[src/rtl/fetch_sequencer_if.sv]
// Fetch-stage bus: hazard/branch controls in, instruction-memory port,
// and the PC / IF-ID outputs. The sequencer is the master.
interface fetch_sequencer_if #(
    parameter int ADDR_WIDTH  = 32,
    parameter int INSTR_WIDTH = 16
);
    logic                   stall;
    logic                   jump_taken;
    logic [ADDR_WIDTH-1:0]  jump_address;
    logic                   int_req;
    logic [INSTR_WIDTH-1:0] mem_rdata;
    logic [ADDR_WIDTH-1:0]  mem_addr;
    logic                   mem_cs;
    logic [ADDR_WIDTH-1:0]  pc;
    logic [ADDR_WIDTH-1:0]  next_pc;
    logic [INSTR_WIDTH-1:0] instr;
    logic                   instr_valid;
    logic [ADDR_WIDTH-1:0]  saved_pc;
    logic                   int_ack;

    modport master (
        input  stall, jump_taken, jump_address, int_req, mem_rdata,
        output mem_addr, mem_cs, pc, next_pc, instr, instr_valid,
               saved_pc, int_ack
    );

    modport slave (
        output stall, jump_taken, jump_address, int_req, mem_rdata,
        input  mem_addr, mem_cs, pc, next_pc, instr, instr_valid,
               saved_pc, int_ack
    );
endinterface

[src/rtl/fetch_sequencer.sv]
// Fetch sequencer: boots the PC from the reset vector, then fetches
// sequentially, honouring jumps, stalls and interrupt entry (which loads
// the PC from the interrupt vector in two half-word reads).
module fetch_sequencer #(
    parameter int                    ADDR_WIDTH     = 32,
    parameter int                    INSTR_WIDTH    = 16,
    parameter logic [ADDR_WIDTH-1:0] RESET_VEC_ADDR = '0,
    parameter logic [ADDR_WIDTH-1:0] INT_VEC_ADDR   = ADDR_WIDTH'(2)
) (
    input  logic              clk,
    input  logic              rst_n,
    fetch_sequencer_if.master bus
);
    typedef enum logic [2:0] {
        BOOT_HI,
        BOOT_LO,
        RUN,
        INT_HI,
        INT_LO
    } state_e;

    state_e                 state_q, state_d;
    logic [ADDR_WIDTH-1:0]  pc_q, pc_d;
    logic [INSTR_WIDTH-1:0] instr_q, instr_d;
    logic                   instr_valid_q, instr_valid_d;
    logic [ADDR_WIDTH-1:0]  saved_pc_q, saved_pc_d;
    logic                   int_ack_q, int_ack_d;
    logic [INSTR_WIDTH-1:0] vec_hi_q, vec_hi_d;
    logic [ADDR_WIDTH-1:0]  pc_inc;
    logic [ADDR_WIDTH-1:0]  vec_full;

    // Incremented PC wraps naturally at 2^ADDR_WIDTH.
    assign pc_inc   = pc_q + ADDR_WIDTH'(1);
    // Vector = previously captured high half joined with the word read now.
    assign vec_full = ADDR_WIDTH'({vec_hi_q, bus.mem_rdata});

    // State and datapath registers.
    // NOTE: non-blocking assignments here so every register samples the
    // pre-edge values computed by the combinational block.
    always_ff @(posedge clk or negedge rst_n) begin
        if (!rst_n) begin
            state_q       <= BOOT_HI;
            pc_q          <= '0;
            instr_q       <= '0;
            instr_valid_q <= 1'b0;
            saved_pc_q    <= '0;
            int_ack_q     <= 1'b0;
            vec_hi_q      <= '0;
        end else begin
            state_q       <= state_d;
            pc_q          <= pc_d;
            instr_q       <= instr_d;
            instr_valid_q <= instr_valid_d;
            saved_pc_q    <= saved_pc_d;
            int_ack_q     <= int_ack_d;
            vec_hi_q      <= vec_hi_d;
        end
    end

    // Next-state logic; RUN priority is jump > interrupt > stall > fetch.
    // NOTE: every output gets a default first so no path leaves a latch.
    always_comb begin
        state_d       = state_q;
        pc_d          = pc_q;
        instr_d       = instr_q;
        instr_valid_d = instr_valid_q;
        saved_pc_d    = saved_pc_q;
        int_ack_d     = 1'b0;
        vec_hi_d      = vec_hi_q;

        unique case (state_q)
            BOOT_HI: begin
                vec_hi_d = bus.mem_rdata;
                state_d  = BOOT_LO;
            end
            BOOT_LO: begin
                pc_d          = vec_full;
                instr_valid_d = 1'b0;
                state_d       = RUN;
            end
            RUN: begin
                if (bus.jump_taken) begin
                    pc_d          = bus.jump_address;
                    instr_d       = '0;
                    instr_valid_d = 1'b0;
                end else if (bus.int_req) begin
                    saved_pc_d    = pc_q;
                    int_ack_d     = 1'b1;
                    instr_d       = '0;
                    instr_valid_d = 1'b0;
                    state_d       = INT_HI;
                end else if (!bus.stall) begin
                    instr_d       = bus.mem_rdata;
                    instr_valid_d = 1'b1;
                    pc_d          = pc_inc;
                end
            end
            INT_HI: begin
                vec_hi_d      = bus.mem_rdata;
                instr_valid_d = 1'b0;
                state_d       = INT_LO;
            end
            INT_LO: begin
                pc_d          = vec_full;
                instr_valid_d = 1'b0;
                state_d       = RUN;
            end
            default: state_d = BOOT_HI;
        endcase
    end

    // Memory address depends only on state and PC, never on control inputs.
    always_comb begin
        bus.mem_addr = pc_q;
        unique case (state_q)
            BOOT_HI: bus.mem_addr = RESET_VEC_ADDR;
            BOOT_LO: bus.mem_addr = RESET_VEC_ADDR + ADDR_WIDTH'(1);
            INT_HI:  bus.mem_addr = INT_VEC_ADDR;
            INT_LO:  bus.mem_addr = INT_VEC_ADDR + ADDR_WIDTH'(1);
            default: bus.mem_addr = pc_q;
        endcase
    end

    // Chip select follows reset directly: low while held in reset, high on
    // every cycle after release, including the very first boot read.
    assign bus.mem_cs      = rst_n;
    assign bus.pc          = pc_q;
    assign bus.next_pc     = pc_inc;
    assign bus.instr       = instr_q;
    assign bus.instr_valid = instr_valid_q;
    assign bus.saved_pc    = saved_pc_q;
    assign bus.int_ack     = int_ack_q;
endmodule

[src/flat_wrapper.sv]
// flat-port wrapper written by rule: the top's interface ports become plain ports
module fetch_sequencer_flat 
#(
    parameter int                    ADDR_WIDTH     = 32,
    parameter int                    INSTR_WIDTH    = 16,
    parameter logic [ADDR_WIDTH-1:0] RESET_VEC_ADDR = '0,
    parameter logic [ADDR_WIDTH-1:0] INT_VEC_ADDR   = ADDR_WIDTH'(2)
)
  (clk, rst_n, bus_stall, bus_jump_taken, bus_jump_address, bus_int_req, bus_mem_rdata, bus_mem_addr, bus_mem_cs, bus_pc, bus_next_pc, bus_instr, bus_instr_valid, bus_saved_pc, bus_int_ack);
  fetch_sequencer_if #(.ADDR_WIDTH(ADDR_WIDTH), .INSTR_WIDTH(INSTR_WIDTH)) bus_i ();
  input  logic clk;
  input  logic rst_n;
  input wire logic [$bits(bus_i.stall)-1:0] bus_stall;
  input wire logic [$bits(bus_i.jump_taken)-1:0] bus_jump_taken;
  input wire logic [$bits(bus_i.jump_address)-1:0] bus_jump_address;
  input wire logic [$bits(bus_i.int_req)-1:0] bus_int_req;
  input wire logic [$bits(bus_i.mem_rdata)-1:0] bus_mem_rdata;
  output wire logic [$bits(bus_i.mem_addr)-1:0] bus_mem_addr;
  output wire logic [$bits(bus_i.mem_cs)-1:0] bus_mem_cs;
  output wire logic [$bits(bus_i.pc)-1:0] bus_pc;
  output wire logic [$bits(bus_i.next_pc)-1:0] bus_next_pc;
  output wire logic [$bits(bus_i.instr)-1:0] bus_instr;
  output wire logic [$bits(bus_i.instr_valid)-1:0] bus_instr_valid;
  output wire logic [$bits(bus_i.saved_pc)-1:0] bus_saved_pc;
  output wire logic [$bits(bus_i.int_ack)-1:0] bus_int_ack;
  assign bus_i.stall = bus_stall;
  assign bus_i.jump_taken = bus_jump_taken;
  assign bus_i.jump_address = bus_jump_address;
  assign bus_i.int_req = bus_int_req;
  assign bus_i.mem_rdata = bus_mem_rdata;
  assign bus_mem_addr = bus_i.mem_addr;
  assign bus_mem_cs = bus_i.mem_cs;
  assign bus_pc = bus_i.pc;
  assign bus_next_pc = bus_i.next_pc;
  assign bus_instr = bus_i.instr;
  assign bus_instr_valid = bus_i.instr_valid;
  assign bus_saved_pc = bus_i.saved_pc;
  assign bus_int_ack = bus_i.int_ack;
  fetch_sequencer #(.ADDR_WIDTH(ADDR_WIDTH), .INSTR_WIDTH(INSTR_WIDTH), .RESET_VEC_ADDR(RESET_VEC_ADDR), .INT_VEC_ADDR(INT_VEC_ADDR)) u_core (.clk(clk), .rst_n(rst_n), .bus(bus_i));
endmodule
[config.mk]
export PLATFORM = sky130hd
export DESIGN_NAME = fetch_sequencer_flat
export DESIGN_NICKNAME = d
export VERILOG_FILES = /design/src/rtl/fetch_sequencer_if.sv /design/src/rtl/fetch_sequencer.sv /design/src/flat_wrapper.sv
export SDC_FILE = /design/constraint.sdc
export NUM_CORES = 1
export LEC_CHECK = 0
export ABC_AREA = 0
export CORE_UTILIZATION = 48
export DETAILED_ROUTE_END_ITERATION = 16
export PLACE_DENSITY_LB_ADDON = 0.25
export SYNTH_ARGS = -nofsm -noshare
export SYNTH_HDL_FRONTEND = slang
export SYNTH_SLANG_ARGS = --single-unit
[constraint.sdc]
create_clock -name clk -period 6.01 [get_ports clk]
set_input_delay 1.803 -clock clk [delete_from_list [all_inputs] [get_ports clk]]
set_output_delay 1.803 -clock clk [all_outputs]
set_load 0.1 [all_outputs]
==> images/pdn.png <==
Drawn at 3 px/um. Pins as bars on the die edge.
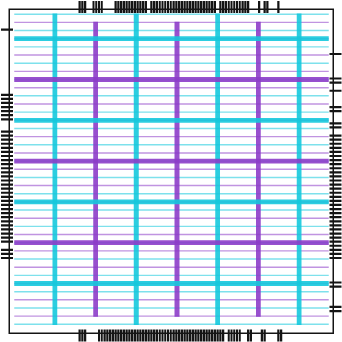
Cyan is VSS. Purple is VDD.
The core has 38 rows. 7 straps on met4. 39 met1 rails follow the rows. 7 straps on met5. 200 signal pins sit on the boundary.

==> images/cell_classes.png <==
Drawn at 4 px/um. Fill, decap, tap and diode cells in gray.
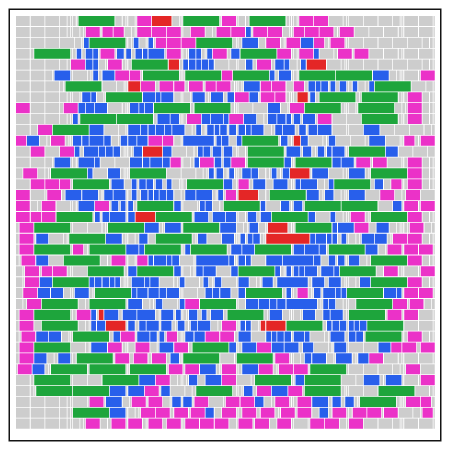
Blue is all other logic, cells 395, share of their area 36%. Green is flip-flops, cells 101, share of their area 34%. Magenta is other buffers and delay cells, cells 207, share of their area 27%. Red is clock drivers and dummy loads, cells 16, share of their area 2.6%.
Final Core Density: 0.694
FP Rows: 38
fin area: 7530 um2
fraction of area in registers: 0.336

==> out/qor.yml <==
routedWlPerCell_um: 20.0
nNetsFinal: 768
ant_nets: 0
worst_pin_slew_ns: 1.09
cts_tree: "built"
rsz0062_at_grt: "false"
wl_met3_um: 1380
max_slew_margin: 0.255
setup_viol: 0
cts_setup_buffers: 0
port_buffers: 199
root_buffer: "clkbuf_8"
path_class: "reg2out"
maxCapViolCount: 0
ys.flops: 101
crit_end: "bus_next_pc[12]"
antenna_found_initial: 0
dieWidth_um: 107
gp_congestion: 0.839
cts.clk_slew.worst_paths_ns: 0.09
cts_made_buffers: 9
num_antenna_cells: 0
grt.total_usage: 0.305
skew_ns: 0.0139
timing.rr.start: "u_core.state_q[2]"
dp.cells: 843
dominantRegCellSynth: "dfrtp_1"
fp.dieH_um: 107
dr.pass1.iters: 5
yosys-top-cells-area: "dfrtp_1 (47%), mux2_2 (7.8%), nand2_1 (3.2%)"
yosysCellCount: 539
cp.arrival_ns: 3.31
syn_to_final_growth_pct: 40.9
cp_slowest_cell: "clkdlybuf4s50_1"
min-delay-start: "u_core.bus.saved_pc[8]"
chipArea_um2: 11600
ys_chip_area_um2: 5340
min_to: "u_core.bus.saved_pc[8]"
yosys.area.top_type_share: 0.473
num_vias: 5022
final_cell_mix: "clkdlybuf4s50_1 (178), dfrtp_1 (101), nand2_1 (46)"
ios: 200
synth_cell_types: 52
synth_nets: 593
fmaxAchievable_mhz: 196
synth_area_per_cell_um2: 9.91
tns_ns: 0
ys_warn_count: 0
rr_worst_depth: 7
viasPerCell: 5.85
yosysTopAreaCell: "dfrtp_1"
fin_hold_ws_ns: 0.490
yosysSeqAreaShare: 0.473
drt_iter0_drc: 337
worstPathCellList: "ha_1, nand3_1, nor4_1, xor2_1, clkdlybuf4s50_1"
cts_resized: 0
status: "finished, final reports clean"
worstSetupStartpointType: "flop"
dr.max_layer_used: "met4"
[metrics by stage]
step / instance area [um2] / worst slack (ns)
2_1_floorplan: 5340 / 0.205
3_3_place_gp: 7340 / 1.41
3_5_place_dp: 7340 / 1.36
4_1_cts: 7530 / 0.944
5_1_grt: 7530 / 0.802
6_report: 7530 / 0.896
[sequential cells by signal (all words and copies together) (netlist names)]
register / count
u_core.bus.pc: 32
u_core.bus.saved_pc: 32
u_core.bus.instr: 16
u_core.vec_hi_q: 16
u_core.state_q: 3
u_core.bus.instr_valid: 1
u_core.bus.int_ack: 1
[routing by layer]
layer | vias to the layer above | track usage
met5 | - | 0
met4 | 0 | 0.104
met3 | 26 | 0.0648
met2 | 273 | 0.505
met1 | 2453 | 0.396
li1 | 2270 | -
[cells by family (layout without fill, tap and decap cells)]
family | Yosys count | count (layout) | share of synthesized area
xor gates and xnor gates | 32 | 32 | 0.0525
and+or+nand+nor | 168 | 168 | 0.163
adders and majority gates | 1 | 1 | 0.00234
buffers and inverters | 59 | 239 | 0.0487
muxes | 44 | 44 | 0.0911
AOI/OAI and AO/OA | 134 | 134 | 0.169
DFF | 101 | 101 | 0.473
[final cells by class]
cell class / instances / area share
clock buffer: 11 / 0.0175
clock inverter: 5 / 0.00781
inverter: 16 / 0.00798
multi-input combinational: 379 / 0.342
sequential: 101 / 0.336
tap: 140 / 0.0233
timing repair buffer: 207 / 0.266
